--- src/rtl/pong_referee_if.sv ---
// Ball/paddle/score bundle between the pong referee and the stepper/display side.
// The referee uses the slave modport; the game logic around it uses master.
interface pong_referee_if #(
  parameter int x_coords_width = 10,
  parameter int y_coords_width = 10,
  parameter int score_width    = 4
);
  logic [x_coords_width-1:0] ball_x;
  logic [y_coords_width-1:0] ball_y;
  logic [y_coords_width-1:0] left_paddle_y;
  logic [y_coords_width-1:0] right_paddle_y;
  logic [x_coords_width-1:0] old_x;
  logic [y_coords_width-1:0] old_y;
  logic                      touching_paddle;
  logic                      touching_wall;
  logic [score_width-1:0]    left_score;
  logic [score_width-1:0]    right_score;
  logic [1:0]                state;
  logic                      game_over;

  modport master (
    output ball_x, ball_y, left_paddle_y, right_paddle_y,
    input  old_x, old_y, touching_paddle, touching_wall,
    input  left_score, right_score, state, game_over
  );

  modport slave (
    input  ball_x, ball_y, left_paddle_y, right_paddle_y,
    output old_x, old_y, touching_paddle, touching_wall,
    output left_score, right_score, state, game_over
  );
endinterface

--- src/rtl/pong_referee.sv ---
// Pong game referee: bounce pulses, goals, scores and serve/play/point/game-over sequencing.
// Optional SERVE_TOWARD_LOSER_EN: re-aims the serve at the side that conceded the last point.
module pong_referee #(
  parameter int x_coords_width = 10,
  parameter int y_coords_width = 10,
  parameter int screen_w       = 640,
  parameter int screen_h       = 480,
  parameter int ball_size      = 8,
  parameter int paddle_w       = 8,
  parameter int paddle_h       = 64,
  parameter int left_paddle_x  = 16,
  parameter int right_paddle_x = 616,
  parameter int score_width    = 4,
  parameter int win_score      = 11,
  parameter int serve_delay    = 60,
  parameter int guard_cycles   = 3
) (
  input logic           clk,
  input logic           reset,
  pong_referee_if.slave bus
);
  // Two spare bits so position + size sums never wrap in the geometry checks.
  localparam int xe      = x_coords_width + 2;
  localparam int ye      = y_coords_width + 2;
  localparam int cnt_w   = $clog2(serve_delay + 1);
  localparam int guard_w = $clog2(guard_cycles + 2);

  localparam logic [x_coords_width-1:0] centre_x = x_coords_width'(screen_w / 2 - ball_size / 2);
  localparam logic [y_coords_width-1:0] centre_y = y_coords_width'(screen_h / 2 - ball_size / 2);
  localparam logic [xe-1:0] x_ball      = xe'(ball_size);
  localparam logic [xe-1:0] x_screen    = xe'(screen_w);
  localparam logic [xe-1:0] x_goal_left = xe'(screen_w - ball_size);
  localparam logic [xe-1:0] x_paddle_w  = xe'(paddle_w);
  localparam logic [ye-1:0] y_ball      = ye'(ball_size);
  localparam logic [ye-1:0] y_wall_low  = ye'(screen_h - ball_size);
  localparam logic [ye-1:0] y_paddle_h  = ye'(paddle_h);
  localparam logic [cnt_w-1:0]       serve_last = cnt_w'(serve_delay - 1);
  localparam logic [guard_w-1:0]     guard_load = guard_w'(guard_cycles);
  localparam logic [score_width-1:0] win        = score_width'(win_score);

  typedef enum logic [1:0] {
    SERVE     = 2'd0,
    PLAY      = 2'd1,
    POINT     = 2'd2,
    GAME_OVER = 2'd3
  } state_t;

  logic [xe-1:0] bx_e;
  logic [ye-1:0] by_e;
  logic [y_coords_width-1:0] paddle_top [2];
  logic [1:0] paddle_hits;
  logic paddle_any, wall_hit, goal_left, goal_right;

  assign bx_e          = {2'b00, bus.ball_x};
  assign by_e          = {2'b00, bus.ball_y};
  assign paddle_top[0] = bus.left_paddle_y;
  assign paddle_top[1] = bus.right_paddle_y;

  for (genvar gi = 0; gi < 2; gi++) begin : g_paddle
    localparam logic [xe-1:0] pad_x = xe'((gi == 0) ? left_paddle_x : right_paddle_x);
    logic [ye-1:0] pad_y;
    assign pad_y = {2'b00, paddle_top[gi]};
    assign paddle_hits[gi] = (bx_e < pad_x + x_paddle_w) && (bx_e + x_ball > pad_x) &&
                             (by_e + y_ball > pad_y) && (by_e < pad_y + y_paddle_h);
  end

  assign paddle_any = |paddle_hits;
  assign wall_hit   = (bus.ball_y == '0) || (by_e >= y_wall_low);
  // A ball stepped left past 0 wraps to a huge value, so >= screen_w is a right-side goal.
  assign goal_right = (bus.ball_x == '0) || (bx_e >= x_screen);
  assign goal_left  = (bx_e >= x_goal_left) && (bx_e < x_screen);

  state_t                    state_reg, state_next;
  logic [cnt_w-1:0]          serve_cnt_reg, serve_cnt_next;
  logic [score_width-1:0]    left_score_reg, left_score_next;
  logic [score_width-1:0]    right_score_reg, right_score_next;
  logic [score_width-1:0]    scorer_count;
  logic [x_coords_width-1:0] old_x_reg, old_x_next;
  logic [y_coords_width-1:0] old_y_reg, old_y_next;
  logic                      paddle_pulse_reg, paddle_pulse_next;
  logic                      wall_pulse_reg, wall_pulse_next;
  logic                      game_over_reg, game_over_next;
  logic [guard_w-1:0]        wall_guard_reg, wall_guard_next;
  logic [guard_w-1:0]        paddle_guard_reg, paddle_guard_next;
  logic                      x_dir_reg, x_dir_next;
  logic                      left_scored_reg, left_scored_next;
`ifdef SERVE_TOWARD_LOSER_EN
  logic                      after_point_reg, after_point_next;
`endif

  always_ff @(posedge clk) begin
    if (reset) begin
      state_reg        <= SERVE;
      serve_cnt_reg    <= '0;
      left_score_reg   <= '0;
      right_score_reg  <= '0;
      old_x_reg        <= centre_x;
      old_y_reg        <= centre_y;
      paddle_pulse_reg <= 1'b0;
      wall_pulse_reg   <= 1'b0;
      game_over_reg    <= 1'b0;
      wall_guard_reg   <= '0;
      paddle_guard_reg <= '0;
      x_dir_reg        <= 1'b0;
      left_scored_reg  <= 1'b0;
`ifdef SERVE_TOWARD_LOSER_EN
      after_point_reg  <= 1'b0;
`endif
    end else begin
      state_reg        <= state_next;
      serve_cnt_reg    <= serve_cnt_next;
      left_score_reg   <= left_score_next;
      right_score_reg  <= right_score_next;
      old_x_reg        <= old_x_next;
      old_y_reg        <= old_y_next;
      paddle_pulse_reg <= paddle_pulse_next;
      wall_pulse_reg   <= wall_pulse_next;
      game_over_reg    <= game_over_next;
      wall_guard_reg   <= wall_guard_next;
      paddle_guard_reg <= paddle_guard_next;
      x_dir_reg        <= x_dir_next;
      left_scored_reg  <= left_scored_next;
`ifdef SERVE_TOWARD_LOSER_EN
      after_point_reg  <= after_point_next;
`endif
    end
  end

  assign scorer_count = (left_scored_reg ? left_score_reg : right_score_reg) + score_width'(1);

  always_comb begin
    state_next        = state_reg;
    serve_cnt_next    = serve_cnt_reg;
    left_score_next   = left_score_reg;
    right_score_next  = right_score_reg;
    old_x_next        = old_x_reg;
    old_y_next        = old_y_reg;
    paddle_pulse_next = 1'b0;
    wall_pulse_next   = 1'b0;
    game_over_next    = game_over_reg;
    wall_guard_next   = (wall_guard_reg != '0) ? wall_guard_reg - guard_w'(1) : '0;
    paddle_guard_next = (paddle_guard_reg != '0) ? paddle_guard_reg - guard_w'(1) : '0;
    x_dir_next        = x_dir_reg;
    left_scored_next  = left_scored_reg;
`ifdef SERVE_TOWARD_LOSER_EN
    after_point_next  = after_point_reg;
`endif
    case (state_reg)
      SERVE: begin
        old_x_next = centre_x;
        old_y_next = centre_y;
        if (serve_cnt_reg == serve_last) begin
          state_next     = PLAY;
          serve_cnt_next = '0;
`ifdef SERVE_TOWARD_LOSER_EN
          // Left scorer means right conceded, which needs x_dir = 1 (and vice versa).
          if (after_point_reg && (x_dir_reg != left_scored_reg)) begin
            paddle_pulse_next = 1'b1;
            paddle_guard_next = guard_load;
            x_dir_next        = ~x_dir_reg;
          end
`endif
        end else begin
          serve_cnt_next = serve_cnt_reg + cnt_w'(1);
        end
      end
      PLAY: begin
        old_x_next = bus.ball_x;
        old_y_next = bus.ball_y;
        if (!paddle_any && (goal_left || goal_right)) begin
          state_next       = POINT;
          left_scored_next = goal_left;
        end else begin
          if (wall_hit && (wall_guard_reg == '0)) begin
            wall_pulse_next = 1'b1;
            wall_guard_next = guard_load;
          end
          if (paddle_any && (paddle_guard_reg == '0)) begin
            paddle_pulse_next = 1'b1;
            paddle_guard_next = guard_load;
            x_dir_next        = ~x_dir_reg;
          end
        end
      end
      POINT: begin
        old_x_next = centre_x;
        old_y_next = centre_y;
`ifdef SERVE_TOWARD_LOSER_EN
        after_point_next = 1'b1;
`endif
        if (left_scored_reg) left_score_next = scorer_count;
        else                 right_score_next = scorer_count;
        if (scorer_count == win) begin
          state_next     = GAME_OVER;
          game_over_next = 1'b1;
        end else begin
          state_next = SERVE;
        end
      end
      default: begin
        wall_guard_next   = wall_guard_reg;
        paddle_guard_next = paddle_guard_reg;
      end
    endcase
  end

  assign bus.old_x           = old_x_reg;
  assign bus.old_y           = old_y_reg;
  assign bus.touching_paddle = paddle_pulse_reg;
  assign bus.touching_wall   = wall_pulse_reg;
  assign bus.left_score      = left_score_reg;
  assign bus.right_score     = right_score_reg;
  assign bus.state           = state_reg;
  assign bus.game_over       = game_over_reg;
endmodule

--- src/flat_wrapper.sv ---
// flat-port wrapper written by rule: the top's interface ports become plain ports
module pong_referee_flat 
#(
  parameter int x_coords_width = 10,
  parameter int y_coords_width = 10,
  parameter int screen_w       = 640,
  parameter int screen_h       = 480,
  parameter int ball_size      = 8,
  parameter int paddle_w       = 8,
  parameter int paddle_h       = 64,
  parameter int left_paddle_x  = 16,
  parameter int right_paddle_x = 616,
  parameter int score_width    = 4,
  parameter int win_score      = 11,
  parameter int serve_delay    = 60,
  parameter int guard_cycles   = 3
)
  (clk, reset, bus_ball_x, bus_ball_y, bus_left_paddle_y, bus_right_paddle_y, bus_old_x, bus_old_y, bus_touching_paddle, bus_touching_wall, bus_left_score, bus_right_score, bus_state, bus_game_over);
  pong_referee_if #(.x_coords_width(x_coords_width), .y_coords_width(y_coords_width), .score_width(score_width)) bus_i ();
  input logic clk;
  input logic reset;
  input wire logic [$bits(bus_i.ball_x)-1:0] bus_ball_x;
  input wire logic [$bits(bus_i.ball_y)-1:0] bus_ball_y;
  input wire logic [$bits(bus_i.left_paddle_y)-1:0] bus_left_paddle_y;
  input wire logic [$bits(bus_i.right_paddle_y)-1:0] bus_right_paddle_y;
  output wire logic [$bits(bus_i.old_x)-1:0] bus_old_x;
  output wire logic [$bits(bus_i.old_y)-1:0] bus_old_y;
  output wire logic [$bits(bus_i.touching_paddle)-1:0] bus_touching_paddle;
  output wire logic [$bits(bus_i.touching_wall)-1:0] bus_touching_wall;
  output wire logic [$bits(bus_i.left_score)-1:0] bus_left_score;
  output wire logic [$bits(bus_i.right_score)-1:0] bus_right_score;
  output wire logic [$bits(bus_i.state)-1:0] bus_state;
  output wire logic [$bits(bus_i.game_over)-1:0] bus_game_over;
  assign bus_i.ball_x = bus_ball_x;
  assign bus_i.ball_y = bus_ball_y;
  assign bus_i.left_paddle_y = bus_left_paddle_y;
  assign bus_i.right_paddle_y = bus_right_paddle_y;
  assign bus_old_x = bus_i.old_x;
  assign bus_old_y = bus_i.old_y;
  assign bus_touching_paddle = bus_i.touching_paddle;
  assign bus_touching_wall = bus_i.touching_wall;
  assign bus_left_score = bus_i.left_score;
  assign bus_right_score = bus_i.right_score;
  assign bus_state = bus_i.state;
  assign bus_game_over = bus_i.game_over;
  pong_referee #(.x_coords_width(x_coords_width), .y_coords_width(y_coords_width), .screen_w(screen_w), .screen_h(screen_h), .ball_size(ball_size), .paddle_w(paddle_w), .paddle_h(paddle_h), .left_paddle_x(left_paddle_x), .right_paddle_x(right_paddle_x), .score_width(score_width), .win_score(win_score), .serve_delay(serve_delay), .guard_cycles(guard_cycles)) u_core (.clk(clk), .reset(reset), .bus(bus_i));
endmodule
--- config.mk ---
export PLATFORM = sky130hd
export DESIGN_NAME = pong_referee_flat
export DESIGN_NICKNAME = d
export VERILOG_FILES = /design/src/rtl/pong_referee_if.sv /design/src/rtl/pong_referee.sv /design/src/flat_wrapper.sv
export SDC_FILE = /design/constraint.sdc
export NUM_CORES = 1
export LEC_CHECK = 0
export CAP_MARGIN = 10
export CORE_UTILIZATION = 27
export CTS_CLUSTER_DIAMETER = 40
export DETAILED_ROUTE_END_ITERATION = 10
export PLACE_DENSITY = 0.56
export SYNTH_ARGS = -nofsm -noshare
export SYNTH_HDL_FRONTEND = slang
export SYNTH_SLANG_ARGS = --single-unit
export TNS_END_PERCENT = 1
--- constraint.sdc ---
create_clock -name clk -period 3.35 [get_ports clk]
set_clock_uncertainty 0.1 [all_clocks]
set_input_delay 0.5025 -clock clk [delete_from_list [all_inputs] [get_ports clk]]
set_output_delay 0.5025 -clock clk [all_outputs]
set_load 0.005 [all_outputs]
==> images/flops_by_reg.png <==
Scale bar: 20 um.
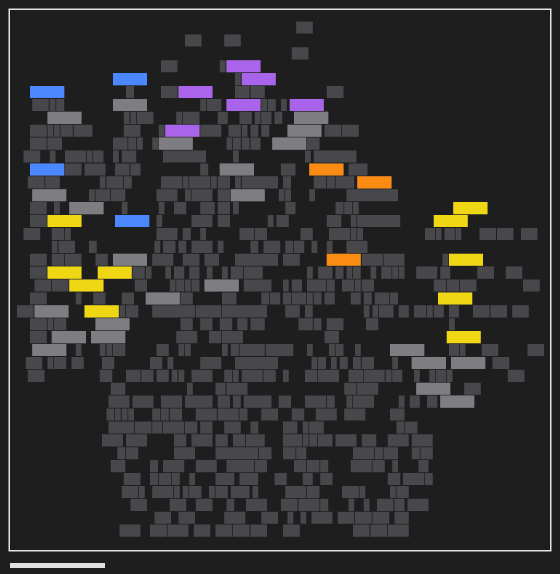
- u_core.serve_cnt_reg: purple (sequential cells 6; where top middle)
- u_core.bus.old_x: yellow (sequential cells 10)
- u_core.bus.left_score: blue (sequential cells 4; where top left)
- u_core.wall_guard_reg: orange (sequential cells 3)
- not colored: 23

==> images/placement.png <==
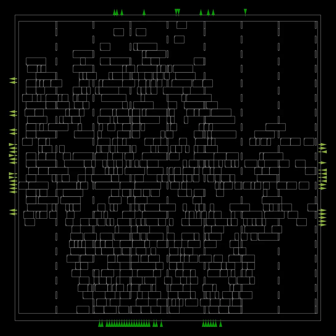
Flops: 46
Layout Utilization: 40.5%

==> images/clk_routes.png <==
Scale bar: 20 um.
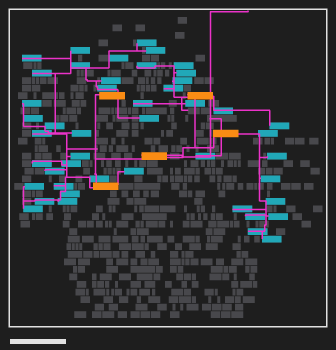
- clock wires: magenta (length 702 um)
- clock drivers: orange (count 5)
- flip-flops: cyan (count 46)
- routed clock nets: 6

==> flow_summary.yaml <==
# yosys + openroad results
critical_path:
  endpoint_kind: "flip-flop"
  cp.buffers_inverters: 4
  crit_path_cell_trace: "clkdlybuf4s50_1, xnor2_2, ha_1, nand4_1, a2111oi_2, buf_4, o311ai_4, a41oi_2, buf_4, nor3_2, buf_4, nor4_4, o221a_2"
  cpMaxStageDelayCell: "clkdlybuf4s50_1"
  crit_path_start_kind: "input pin"
  r2r_cells: 7
  crit-reg2reg-launch: "u_core.left_scored_reg"
  critPathMaxFanout: 4
  cp_data_arrival_time_ns: 3.28
  cpPeakStageDelay_ns: 0.49
  path_class: "in -> reg"
  r2r-end: "u_core.bus.state[0]"
  endpoint: "u_core.wall_guard_reg[1]"
  critPathRequiredTime_ns: 3.48
  crit_start: "bus_ball_y[9]"
  r2r_slack_ns: 0.91
  worst_path_most_repeated_cell: "buf_4"
  crit_family: "buffers and inverters"
  worstSetupPathDepth: 13
synth:
  ys_sh_adder_pct: 19.6
  yosys_cells: 407
  yosys_most_used_dff: "dfxtp_1"
  synth-edff-count: 0
  yosys.cell_count.top_type: "ha_1"
  syn-num-nets: 502
  synth_cells: 407
  ys_seq_share_pct: 27.3
  ys_sh_aoi_pct: 18.5
  topCellsByArea: "dfxtp_1 (27%), ha_1 (20%), nor2_1 (4.9%), inv_1 (4.1%), nand2_1 (3.8%)"
  ys_seq_elements: 46
  xor_area_share_pct: 4.93
  yosysWarnings: 0
  ys_async_sr_fraction_pct: 0
  synthTopCellsByCount: "ha_1 (53), dfxtp_1 (46), nor2_1 (44)"
  ys_chip_area_mm2: 0.00338
  logic_family: "simple AND/OR/NAND/NOR gates"
  synth.distinct_cells: 60
  avgSynthCellArea_um2: 8.30
  netlist_area_mm2: 0.00338
  yosys.area_share.simple_pct: 21.4
  muxShareOfSynthArea_pct: 2.11
  yosys.area.top_type_share_pct: 27.3
  synth_top_cell_by_area: "dfxtp_1"
cts:
  numCtsBuffers: 5
  cts.sinks: 46
  cts-root-buf: "clkbuf_16"
  cts_tree: "done"
  cts-htree-levels: 2
  path_clk_slew_ns: 0.07
  cts.path.max_buffers: 2
  clock_latency_ns: 0.29
  hold_buffers: 0
  cts_setup_buffers: 0
timing:
  fin_ws_ns: 0.202
  tightest_slew_ns: 0.704
  setup_tns_ns: 0
  slew_headroom_pct: 52.9
  fmax_mhz: 318
  rsz0062_at_grt: "false"
  final_hold_viol_count: 0
  finalSetupViolations: 0
  hold_ws_ns: 0.377
  period_minus_slack_ns: 3.15
  final_max_slew_viol_count: 0
  finalClockPeriodUsage_pct: 94.0
finish:
  seq_share_pct: 18.8
  buf_share_pct: 22.6
  mostFrequentLayoutCell: "clkdlybuf4s50_1"
  num-nonclk-inverters: 38
  final_cell_mix: "clkdlybuf4s50_1 (66), ha_1 (50), dfxtp_1 (46)"
  multi_input_comb_cells: 310
  fin_nets: 617
  largestClassByArea: "logic gates"
  sh_comb_area_pct: 48.0
  drive_gt1_share_pct: 16.4
  syn2layout_area_growth_pct: 45.0
  seq_area_um2: 921
  fillers: 1287
  final_area_mm2: 0.00490
  combGateArea_mm2: 0.00235
  n_antenna_cell: 0
  signal_buffers: 121
  nClkBuffers: 6
  instances_no_fill: 691
  clock_area_share_pct: 3.40
status:
  run_status: "finished clean"
hold_path:
  min_path_type: "reg -> reg"
  hp-start: "u_core.bus.left_score[3]"
  hold_end: "u_core.bus.left_score[3]"
  holdPathStages: 2
grt:
  grt_max_degree: 34
  track_usage_pct: 15.8
  antenna_found_initial: 0
  grt_overflow: 0
  grt_pass1_wl_um: 16100
  grt_pass1_vias: 3232
die:
  num_rows: 40
  die_x_um: 114
  core-area_mm2: 0.0121
  nWellTaps: 168
  initCoreUtil_pct: 27.9
  die_y_um: 114
  num_io_pins: 75
  dieArea_mm2: 0.0130
placement:
  gp_routability_congestion: 0.826
  port_buffers: 74
  placedCellCount: 683
  hpwl_um: 7890
  post-place-ws_ns: -0.560
  place_area_mm2: 0.00462
power_and_ir_drop:
  total_power_uw: 1640
  peakVddDrop_v: 0.000199
  p_per_area_mw_per_mm2: 335
  leakagePower_uw: 0.00210
flow_run:
  warnings: 40
  maxCapViolations: 0
route:
  drt-initial-drc-count: 130
  detail-route-antenna-nets: 0
  firstDrtPassIters: 4
  routed_wl_um: 9850
  route.detailed.drc: 0
  wire_per_inst_um: 14.3
  vias_per_cell: 4.82
  vias: 3328
repair_timing:
action / CTS / global route
setup endpoints to repair: 6 / 6
gates resized: 12 / 19
pin swaps: 6 / 8
where the power goes:
part / total [uW] / leakage (uW) / switching, uW / internal (uW)
combinational: 467 / 0.00165 / 231 / 236
sequential: 603 / 0.000372 / 25.8 / 578
clock: 569 / 0.0000771 / 217 / 353
total: 1640 / 0.00210 / 474 / 1170
layer usage:
| layer | GRT usage [%] | share of wire (%) |
|---|---|---|
| met1 | 22.0 | 51 |
| met2 | 25.3 | 44 |
| met3 | 2.34 | 4.1 |
| met4 | 4.42 | 1.2 |
| met5 | 0 | 0 |
Power is estimated from default activity; no workload was simulated.
